Fig. 1: run 1, signal wires on met1
(4 px per µm) Supply wires on this layer in gray.
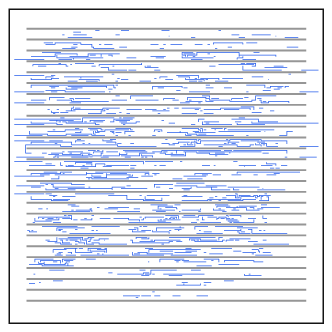
Fig. 2: run 1, metal 2
(4 px per µm) Cells faint in the background.
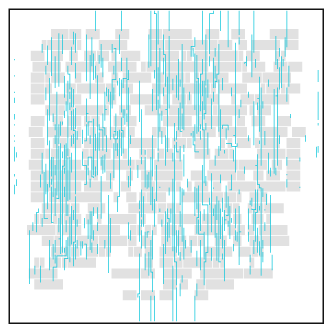
Fig. 3: run 1, the metal 3 layer
(4 px per µm)
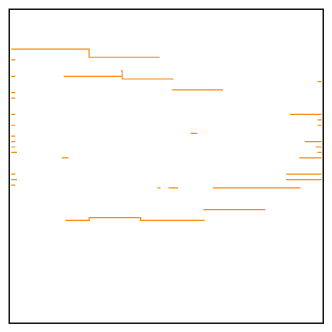
`config.mk`:
```
export PLATFORM = sky130hd
export DESIGN_NAME = cam_capture_rgb444
export DESIGN_NICKNAME = d
export VERILOG_FILES = /design/src/rtl/cam_pkg.sv /design/src/rtl/cam_edge_det.sv /design/src/rtl/cam_capture_rgb444.sv
export SDC_FILE = /design/constraint.sdc
export NUM_CORES = 1
export LEC_CHECK = 0
export CORE_MARGIN = 4
export CORE_UTILIZATION = 52
export DETAILED_ROUTE_END_ITERATION = 10
export GPL_TIMING_DRIVEN = 0
export MAX_ROUTING_LAYER = met4
export PLACE_DENSITY_LB_ADDON = 0.25
export SKIP_CTS_REPAIR_TIMING = 1
export SLEW_MARGIN = 15
export SYNTH_ARGS = -nofsm -noshare
export SYNTH_HDL_FRONTEND = slang
export SYNTH_SLANG_ARGS = --single-unit
```
`constraint.sdc`:
```
create_clock -name i_pclk -period 2.5 [get_ports i_pclk]
set_clock_uncertainty 0.15 [all_clocks]
set_input_delay 0.375 -clock i_pclk [delete_from_list [all_inputs] [get_ports i_pclk]]
set_output_delay 0.375 -clock i_pclk [all_outputs]
set_load 0.02 [all_outputs]
```
`src/rtl/cam_pkg.sv`:
```
// Shared types and constants for the OV7670 RGB444 capture path.
package cam_pkg;

   localparam int unsigned H_PIX_DEF = 160;
   localparam int unsigned V_PIX_DEF = 120;
   localparam int unsigned IMA_SIZE  = H_PIX_DEF * V_PIX_DEF;

   // Bit offsets of the 4-bit colour fields inside the 12-bit {R,G,B} word
   localparam int unsigned R_LSB = 8;
   localparam int unsigned G_LSB = 4;
   localparam int unsigned B_LSB = 0;

   typedef enum logic [2:0] {
      StIdle      = 3'd0,
      StWaitFrame = 3'd1,
      StByteHi    = 3'd2,
      StByteLo    = 3'd3,
      StDone      = 3'd4
   } cam_state_e;

   function automatic logic [11:0] pack_rgb444(input logic [3:0] r, input logic [3:0] g,
                                               input logic [3:0] b);
      logic [11:0] w;
      w              = '0;
      w[R_LSB +: 4]  = r;
      w[G_LSB +: 4]  = g;
      w[B_LSB +: 4]  = b;
      return w;
   endfunction

endpackage

```
`src/rtl/cam_edge_det.sv`:
```
// Two-stage register for a camera sync input; level is the first stage,
// rise/fall pulses compare the two stages.
module cam_edge_det (
   input  logic i_clk,
   input  logic i_reset,
   input  logic i_sig,
   output logic o_level,
   output logic o_rise,
   output logic o_fall
);

   logic r_s1;
   logic r_s2;

   // Shift the input through two flops
   always_ff @(posedge i_clk) begin
      if (i_reset) begin
         r_s1 <= 1'b0;
         r_s2 <= 1'b0;
      end else begin
         r_s1 <= i_sig;
         r_s2 <= r_s1;
      end
   end

   assign o_level = r_s1;
   assign o_rise  = r_s1 & ~r_s2;
   assign o_fall  = ~r_s1 & r_s2;

endmodule

```
`src/rtl/cam_capture_rgb444.sv`:
```
// OV7670 QQVGA RGB444 capture: pairs camera bytes into 12-bit pixels and
// drives the write port of the frame buffer (clocked by pclk).
module cam_capture_rgb444
   import cam_pkg::*;
#(
   parameter int unsigned AW    = 15,
   parameter int unsigned DW    = 12,
   parameter int unsigned H_PIX = H_PIX_DEF,
   parameter int unsigned V_PIX = V_PIX_DEF
) (
   input  logic          i_pclk,
   input  logic          i_reset,
   input  logic          i_capture_en,
   input  logic          i_vsync,
   input  logic          i_href,
   input  logic [7:0]    i_px_data,
   output logic [AW-1:0] o_mem_px_addr,
   output logic [DW-1:0] o_mem_px_data,
   output logic          o_px_wr,
   output logic          o_frame_done,
   output logic          o_busy
);

   localparam int unsigned ImaSize = H_PIX * V_PIX;
   localparam int unsigned ColW    = $clog2(H_PIX + 1);
   localparam int unsigned RowW    = $clog2(V_PIX + 1);

   localparam logic [ColW-1:0] ColMax   = ColW'(H_PIX);
   localparam logic [RowW-1:0] RowMax   = RowW'(V_PIX);
   localparam logic [AW-1:0]   AddrEnd  = AW'(ImaSize);
   localparam logic [AW-1:0]   AddrLast = AW'(ImaSize - 1);

   cam_state_e r_state;
   cam_state_e w_state_d;

   logic [7:0]      r_px_d;
   logic [3:0]      r_red;
   logic            r_px_wr;
   logic [DW-1:0]   r_data;
   logic [AW-1:0]   r_addr;
   logic [ColW-1:0] r_col;
   logic [RowW-1:0] r_row;

   logic w_vs_lvl, w_vs_rise, w_vs_fall;
   logic w_hr_lvl, w_hr_rise, w_hr_fall;
   logic w_href_ok;
   logic w_pix_take;
   logic w_wr_d;
   logic w_frame_start;

   cam_edge_det u_vsync_det (
      .i_clk   (i_pclk),
      .i_reset (i_reset),
      .i_sig   (i_vsync),
      .o_level (w_vs_lvl),
      .o_rise  (w_vs_rise),
      .o_fall  (w_vs_fall)
   );

   cam_edge_det u_href_det (
      .i_clk   (i_pclk),
      .i_reset (i_reset),
      .i_sig   (i_href),
      .o_level (w_hr_lvl),
      .o_rise  (w_hr_rise),
      .o_fall  (w_hr_fall)
   );

   // Bytes during vertical blanking are never pixel data
   assign w_href_ok = w_hr_lvl & ~w_vs_lvl;

   // State register
   always_ff @(posedge i_pclk) begin
      if (i_reset) begin
         r_state <= StIdle;
      end else begin
         r_state <= w_state_d;
      end
   end

   // Next-state logic and pixel-complete strobe
   always_comb begin
      w_state_d  = r_state;
      w_pix_take = 1'b0;
      unique case (r_state)
         StIdle: begin
            if (i_capture_en) w_state_d = StWaitFrame;
         end
         StWaitFrame: begin
            if (!i_capture_en)  w_state_d = StIdle;
            else if (w_vs_fall) w_state_d = StByteHi;
         end
         StByteHi: begin
            if (w_vs_rise)      w_state_d = StIdle;
            else if (w_href_ok) w_state_d = StByteLo;
         end
         StByteLo: begin
            if (w_vs_rise) begin
               w_state_d = StIdle;
            end else if (w_href_ok) begin
               w_state_d  = StByteHi;
               w_pix_take = 1'b1;
            end else if (w_hr_fall) begin
               // Line ended on a high byte: drop the half pixel
               w_state_d = StByteHi;
            end
         end
         StDone:  w_state_d = StIdle;
         default: w_state_d = StIdle;
      endcase
      // The write of the last pixel ends the frame, ahead of any abort
      if (o_busy && r_px_wr && (r_addr == AddrLast)) w_state_d = StDone;
   end

   assign w_frame_start = (r_state == StWaitFrame) && (w_state_d == StByteHi);
   assign w_wr_d        = w_pix_take && (r_col < ColMax) && (r_row < RowMax) &&
                          (r_addr < AddrEnd);

   // Byte pairing, line/column tracking and frame-buffer write port
   always_ff @(posedge i_pclk) begin
      if (i_reset) begin
         r_px_d  <= '0;
         r_red   <= '0;
         r_px_wr <= 1'b0;
         r_data  <= '0;
         r_addr  <= '0;
         r_col   <= '0;
         r_row   <= '0;
      end else begin
         r_px_d  <= i_px_data;
         r_px_wr <= w_wr_d;
         if (w_wr_d) r_data <= DW'(pack_rgb444(r_red, r_px_d[7:4], r_px_d[3:0]));
         if (r_state == StByteHi && w_href_ok && !w_vs_rise) r_red <= r_px_d[3:0];

         if (w_frame_start) begin
            r_addr <= '0;
            r_col  <= '0;
            r_row  <= '0;
         end else begin
            if (r_px_wr) r_addr <= r_addr + AW'(1);
            if (o_busy && w_hr_fall) begin
               r_col <= '0;
               if (r_row < RowMax) r_row <= r_row + RowW'(1);
            end else if (o_busy && w_hr_rise) begin
               // Also realign at line start in case a fall was masked by vsync
               r_col <= '0;
            end else if (w_pix_take && (r_col < ColMax)) begin
               r_col <= r_col + ColW'(1);
            end
         end
      end
   end

   assign o_mem_px_addr = r_addr;
   assign o_mem_px_data = r_data;
   assign o_px_wr       = r_px_wr;
   assign o_frame_done  = (r_state == StDone);
   assign o_busy        = (r_state == StByteHi) || (r_state == StByteLo);

endmodule

```
==> run summary, run 1 <==
Here are the numbers from the latest Yosys + OpenROAD run.

The post-synth count of flops with an enable pin is 0. The initial antenna violation count came out at 0. The cell sitting at the root of the clock tree is a sky130_fd_sc_hd__clkbuf_8. The pin closest to its max-slew limit shows a slew of 0.479 ns. The proportion of cell area occupied by registers came out at 0.375. The proportion of layout cells with a drive suffix above 1 came out at 0.0651. The number of clock buffers added by TritonCTS is 9.

The worst flop-to-flop path endpoint is o_mem_px_data[5]$_SDFFE_PP0P_. The required time reported for the critical path endpoint came out at 1.98 ns. By instance count after routing, the leading logic cell types are 62 x sky130_fd_sc_hd__dfxtp_1, 42 x sky130_fd_sc_hd__clkdlybuf4s50_1, 35 x sky130_fd_sc_hd__nand2_1. TritonCTS built the clock tree.

The chip height is 78.1 µm. The count of unresolved DRC violations after routing is 0. The number of cells in the design after placement is 389. The first-pass detailed-route iteration total is 4. The worst register-to-register path depth is 7.

The unique cell type count in the Yosys netlist came out at 37. A synthesized cell averages 9.13 µm². In the detailed route, the total length drawn on met2 is 2510 µm.

According to the dpl log, the detail-placed design has an HPWL of 3630 µm. The chip occupies 6100 µm². The largest fanout of any net on the critical path is 7. The class of the tightest hold or removal check is reg -> reg.

The final cell area excluding filler cells came out at 3310 µm². After the last flow step, the layout net total stands at 349. The filler-free cell count of the finished design came out at 405. The cell row count came out at 25. The overall global routing resource usage came out at 0.189. The OpenROAD report gives the critical path a data arrival time of 1.64 ns. The placeable core region is 4750 µm². The pin count of the biggest net entering global routing came out at 13. The routed metal-1 wirelength is 2470 µm. The utilization of the core after routing is 0.695.

The share of the core area taken by cells at floorplan is 0.538. Ranked by total area, the top cell class in this layout is flip-flops and latches. The start point of the worst hold path is r_px_d[4]$_SDFF_PP0_. The share of synthesized area occupied by flip-flops and latches is 0.486. The worst setup slack for register-to-register paths is 0.46 ns. The area of the mapped netlist came out at 2560 µm². The number of nets handed over by synthesis was 296.

The stage-log warning count came out at 26. The uppermost layer routed is met4. The sum of met3 wire segment lengths after detailed routing is 206 µm. For this run, the number of Yosys warnings is 0. The floorplan report lists the tap cell count as 67. Per the timing report, the most critical flop-to-flop path originates at u_href_det.o_level$_SDFF_PP0_.

The total power divided by cell area came out at 644 nW/µm². The number of sequential cells in the layout is 62. Per the synthesis report, the AND-OR/OR-AND share of the synthesized area is 0.0622. The peak-usage layer in the global routing report is met2. Summing all multiplexer cells gives an area fraction of 0.0705. The endpoint of the worst hold-timing path is o_mem_px_data[4]$_SDFFE_PP0P_. The yosys synthesis chip area is 2560 µm². The cell total in the yosys stat output came out at 280. As reported, the later end of the worst-skew pair has a clock insertion delay of 0.34 ns. The setup-violating endpoint count in the final report is 0. The clock buffer count in the final layout is 9. The fmax came out at 461 MHz.

The CTS clock-pin slew for the worst setup and hold paths is 0.07 ns. The area of combinational cells with multiple inputs is 1240 µm². The proportion of synthesized flip-flops having asynchronous set or reset came out at 0. The synthesized flop and latch total came out at 62.

The top cell type in the final layout, fill and taps aside, is sky130_fd_sc_hd__dfxtp_1. The first global-routing pass estimated 8850 µm of wire. The routed via count divided by cell count is 5.13. In this run, the number of DRC markers left after iteration 0 of detailed routing was 82. The most critical setup path has its startpoint at r_state[2]$_SDFF_PP0_. After routing, the total negative slack on setup checks comes to 0 ns. The flow ran to the end, and the final reports show no timing, DRC or antenna violations. The final antenna diode tally reported by the flow is 0. The pre-CTS worst setup slack came out at 0.221 ns. The tally of buffers added on design ports came out at 42. STA classifies the critical path endpoint as a primary output. After synthesis, the cell types taking the most area are sky130_fd_sc_hd__dfxtp_1 49%, sky130_fd_sc_hd__mux2i_1 7.0%, sky130_fd_sc_hd__nand2_1 5.1%, sky130_fd_sc_hd__nor2_1 4.4%, sky130_fd_sc_hd__xnor2_1 3.8%.

The share of synthesized area in the top cell type comes to 0.486. The synthesis run identifies the leading combinational cell family as simple AND/OR/NAND/NOR gates. The minimum setup slack in the final design came out at 0.331 ns. The number of hold violations in the final report came out at 0.

Among all flip-flop cells after synthesis, the most frequent one is sky130_fd_sc_hd__dfxtp_1. The final-layout fill cell count is 393.
## Picture notes: Fig. 1
main direction = horizontal
longest straight run = 20.7 µm
share of all routed wire = 47%
wire length on this layer = 2470 µm
nets with wire on the layer = 326
via count: 2076
met1 Resource Use GR: 0.227
sum of routed wire length over all layers: 5240 µm

## Picture notes: Fig. 2
nets with wire on the layer = 293
share of all routed wire = 48%
met2 capacity usage during global routing: 0.294

## Picture notes: Fig. 3
wire length on this layer = 206 µm
main direction = horizontal
nets with wire on the layer = 28
global routing met3 resource utilization: 0.0757

## run 1: where the power goes
part           switching [µW]  internal (µW)
clock                     394            664
sequential               7.21            999
combinational            32.7           31.8
## run 1: flip-flops by register name (all words and copies together) (netlist names)
name / cells
o_mem_px_data: 12
o_px_wr: 1
r_state: 3
u_vsync_det.o_level: 1
u_href_det.r_s2: 1
r_row: 7
r_px_d: 8
r_col: 8
o_mem_px_addr: 15
r_red: 4
u_href_det.o_level: 1
u_vsync_det.r_s2: 1
## run 1: worst max-delay path, cell delays in order, from the launching register on
cell                              delay (ns)
sky130_fd_sc_hd__dfxtp_1                0.36
sky130_fd_sc_hd__nand2b_1               0.20
sky130_fd_sc_hd__inv_1                  0.13
sky130_fd_sc_hd__clkdlybuf4s50_1        0.62
==> run 2, diff against run 1 <==
==> constraint.sdc (replaced) <==
create_clock -name i_pclk -period 2.45 [get_ports i_pclk]
set_clock_uncertainty 0.15 [all_clocks]
set_input_delay 0.3675 -clock i_pclk [delete_from_list [all_inputs] [get_ports i_pclk]]
set_output_delay 0.3675 -clock i_pclk [all_outputs]
set_load 0.02 [all_outputs]
Fig. 4: run 2, metal 2
(4 px per µm) Cells faint in the background.
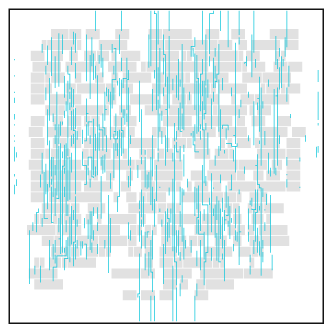
main direction = vertical
share of all routed wire = 48%
wire length on this layer = 2510 µm
nets with wire on the layer = 293
longest straight run = 29.2 µm

==> run 2 against run 1 <==
Compared with the run above: routed wire length is the same; global-route usage is the same; core utilization is the same; first-iteration DRC count is the same; combinational power grew 2%; synthesized cell count is the same; largest cell class unchanged.
==> run summary, run 2 <==
Here are the numbers from the latest Yosys + OpenROAD run.

The pin count of the biggest net entering global routing came to 13 (unchanged). Most common logic cells in the final layout: 62 x sky130_fd_sc_hd__dfxtp_1, 42 x sky130_fd_sc_hd__clkdlybuf4s50_1, 35 x sky130_fd_sc_hd__nand2_1 (unchanged). The most frequent standard cell in the layout excluding fill and tap cells is sky130_fd_sc_hd__dfxtp_1 (unchanged).

Unrepaired setup endpoints after global routing: false (unchanged). The max-slew violation count is 0 (unchanged). The heaviest power group is the clock network (unchanged). The minimum setup slack in the final design came out at 0.288 ns (was 0.331 ns). The deepest level of the CTS H-tree is 3 (unchanged). The I/O pin total came to 43 (unchanged). Result of the run: completed (unchanged). The number of cells in the design after placement is 389 (unchanged).

The net switching fraction of the power is 0.204 (about the same). Most area-consuming cells after synthesis: sky130_fd_sc_hd__dfxtp_1 49%, sky130_fd_sc_hd__mux2i_1 7.0%, sky130_fd_sc_hd__nand2_1 5.1%, sky130_fd_sc_hd__nor2_1 4.4%, sky130_fd_sc_hd__xnor2_1 3.8% (unchanged). The compound-cell area share of the yosys netlist came to 0.0622 (unchanged). The count of unresolved DRC violations after routing is 0 (unchanged). The kind of end point of the critical path is a primary output (unchanged). The overall global routing resource usage is 0.189 (unchanged). The path depth of the worst reg2reg path is 7 (unchanged).

The synthesized flop and latch total is 62 (unchanged). The tally of buffers added on design ports came out at 42 (unchanged). The global routing met1 resource utilization was 0.227 (unchanged). The share of synthesized area occupied by flip-flops and latches came out at 0.486 (unchanged). The total met2 wirelength after detailed routing was 2510 µm (unchanged). The cell count of the worst hold path is 2 (unchanged). The total combinational power was 65.8 µW (was 64.5 µW). The normalized max-slew margin came out at 0.681 (unchanged). The HPWL after detailed placement came to 3630 µm (unchanged). The data arrival time of the critical path is 1.64 ns (about the same). The peak-usage layer in the global routing report is met2 (unchanged). The simple-gate area share of the yosys netlist came out at 0.266 (unchanged). The endpoint of the worst hold-timing path was o_mem_px_data[4]$_SDFFE_PP0P_ (unchanged). The post-layout net count came out at 349 (unchanged). The violation count after the first detailed-routing iteration came out at 82 (unchanged). The CTS clock-pin slew for the worst setup and hold paths came out at 0.07 ns (about the same).

The via count of the first global-routing pass came out at 1960 (unchanged). The area share of the largest cell type after synthesis is 0.486 (unchanged). The relative contribution of combinational cells to total power came out at 0.030 (about the same). The max-capacitance violation count is 0 (unchanged). The sum of met3 wire segment lengths after detailed routing came out at 206 µm (unchanged). The met3 track utilization from global routing came out at 0.0757 (unchanged). The pre-CTS worst setup slack is 0.179 ns (was 0.221 ns).

The clock period minus final worst setup slack came out at 2.16 ns. The proportion of synthesized flip-flops having asynchronous set or reset came to 0 (unchanged). The routed metal-1 wirelength came out at 2470 µm (unchanged).

The capture point of the worst path is o_busy (unchanged). The area of the mapped netlist is 2560 µm² (unchanged). The average cell area after synthesis came out at 9.13 µm² (unchanged).

The clock-net power is 1080 µW (was 1060 µW). The insertion delay of the later-clocked pin in the worst-skew pair came to 0.34 ns (about the same). The class of the tightest hold or removal check is reg -> reg (unchanged).

The internal power component came out at 1730 µW (was 1690 µW). The final weighted congestion in routability-driven placement is 0.802 (unchanged). The total routed wirelength is 5240 µm (unchanged). The register share of total power came out at 0.472 (about the same).

The category of the worst setup path launch point is a flip-flop (unchanged). The sequential power is 1030 µW (was 1010 µW). The launching instance or port of the critical path is r_state[2]$_SDFF_PP0_ (unchanged).

The fraction of synthesized cell area in xor and xnor cells came out at 0.0720 (unchanged). The number of nets with antenna violations after detailed routing came out at 0 (unchanged). The tightest hold margin was 0.296 ns (unchanged). The mux cell area share after synthesis came out at 0.0705 (unchanged).

The synthesized net count is 296 (unchanged). The met2 global-route usage is 0.294 (unchanged). The number of CTS-inserted buffers came out at 9 (unchanged).

Cell types with the highest counts after synthesis: 62 x sky130_fd_sc_hd__dfxtp_1, 35 x sky130_fd_sc_hd__nand2_1, 30 x sky130_fd_sc_hd__nor2_1 (unchanged). The area growth from synthesis to layout came to 29.3% (unchanged). The number of sinks on the clock net came out at 62 (unchanged). The first-pass detailed-route iteration total is 4 (unchanged). The classification of the worst setup path is reg -> out (unchanged). The number of standard cells after synthesis is 280 (unchanged).

The die width came to 78.1 µm (unchanged). The largest non-sequential cell family by area is simple AND/OR/NAND/NOR gates (unchanged). The placeable core region came out at 4750 µm² (unchanged). The actual slew at the worst max-slew pin came out at 0.479 ns (unchanged). The residual overflow from global routing came out at 0 (unchanged). The final antenna diode count is 0 (unchanged). The average wire per standard cell came out at 12.9 µm (unchanged).

The total power divided by cell area is 657 nW/µm² (was 644 nW/µm²). The proportion of layout cells with a drive suffix above 1 came out at 0.0651 (unchanged). The stage-log warning count came out at 26 (unchanged).

The worst flop-to-flop path endpoint is o_mem_px_data[5]$_SDFFE_PP0P_ (unchanged). The warning count from the yosys run came out at 0 (unchanged). The number of flip-flops in the largest register is 15 (unchanged). The maximum VDD drop was 0.473 mV (was 0.464 mV). The required time reported for the critical path endpoint is 1.93 ns (was 1.98 ns). The filler-free cell count of the finished design came to 405 (unchanged).

The number of hold violations in the final report is 0 (unchanged). The chip height was 78.1 µm (unchanged). The start point of the worst hold path is r_px_d[4]$_SDFF_PP0_ (unchanged). The maximum buffer depth of the clock tree is 2 (unchanged). The via count is 2076 (unchanged). The commonest register cell after synthesis is sky130_fd_sc_hd__dfxtp_1 (unchanged). The adder-cell share of the synthesized area came out at 0.0147 (unchanged).

The leakage power is 0.00117 µW (unchanged). The unique cell type count in the Yosys netlist came out at 37 (unchanged). The starting utilization of the core area came out at 0.538 (unchanged).

The routed via count divided by cell count came out at 5.13 (unchanged). The overall power consumption is 2170 µW (was 2130 µW). The post-synthesis cell type with the largest instance count is sky130_fd_sc_hd__dfxtp_1 (unchanged). The switching power total is 443 µW (was 434 µW). The cell at the root of the clock tree was sky130_fd_sc_hd__clkbuf_8 (unchanged). The startpoint of the worst-slack reg-to-reg timing path is u_href_det.o_level$_SDFF_PP0_ (unchanged). The cell type with the largest total area after synthesis is sky130_fd_sc_hd__dfxtp_1 (unchanged). The setup TNS is 0 ns (unchanged). The largest fanout of any net on the critical path came to 7 (unchanged). The clock network power share came out at 0.497 (about the same). The final timing summary puts the cycle share of the worst path at 0.882. The first-pass GRT wire length is 8850 µm (unchanged). The setup-violating endpoint count in the final report is 0 (unchanged). The fmax came out at 463 MHz. The cell total in the yosys stat output came to 280 (unchanged).

The uppermost layer routed is met4 (unchanged). The die area came to 6100 µm² (unchanged). The yosys synthesis chip area is 2560 µm² (unchanged). The initial antenna violation count is 0 (unchanged). The number of enable-type register cells in the synthesized netlist was 0 (unchanged). The CTS tree is done (unchanged). The worst setup slack for register-to-register paths came out at 0.41 ns (was 0.46 ns).
Fig. 5: run 2, placement view
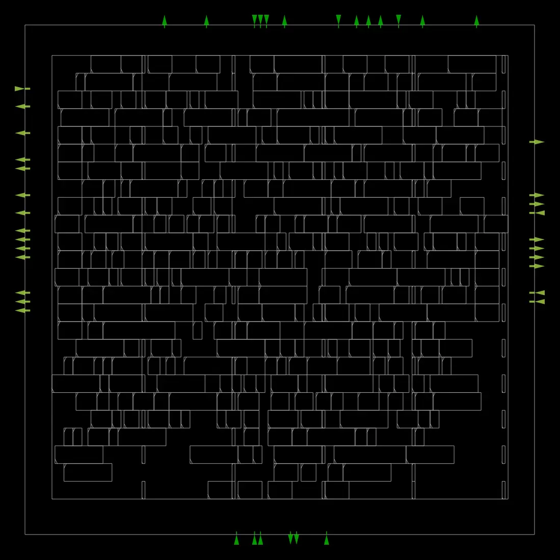
final sequential cell count: 62
fill cell total of the finished layout: 393
share of the final layout cell area in sequential cells: 0.375
Rows: 25
final design utilization: 0.695

-- run 2: critical path: stages, from the launching register on --
cell                              delay (ns)
sky130_fd_sc_hd__dfxtp_1                0.36
sky130_fd_sc_hd__nand2b_1               0.20
sky130_fd_sc_hd__inv_1                  0.13
sky130_fd_sc_hd__clkdlybuf4s50_1        0.62
-- run 2: per-stage QoR --
step,util,area [µm²]
final,0.695,3310
after detailed placement,0.644,3060
after CTS,0.695,3310
after global placement,0.644,3060
after global routing,0.695,3310
after floorplan,-,2560
-- run 2: layout make-up --
type	instances	area [µm²]
fillers	393	1450
clock inverters	7	121
well taps	67	83.8
clock buffers	9	124
repair buffers	42	420
plain buffers	12	55.1
flip-flops and latches	62	1240
inverters	5	18.8
multi-input cells	201	1240
Power is estimated from default activity; no workload was simulated.
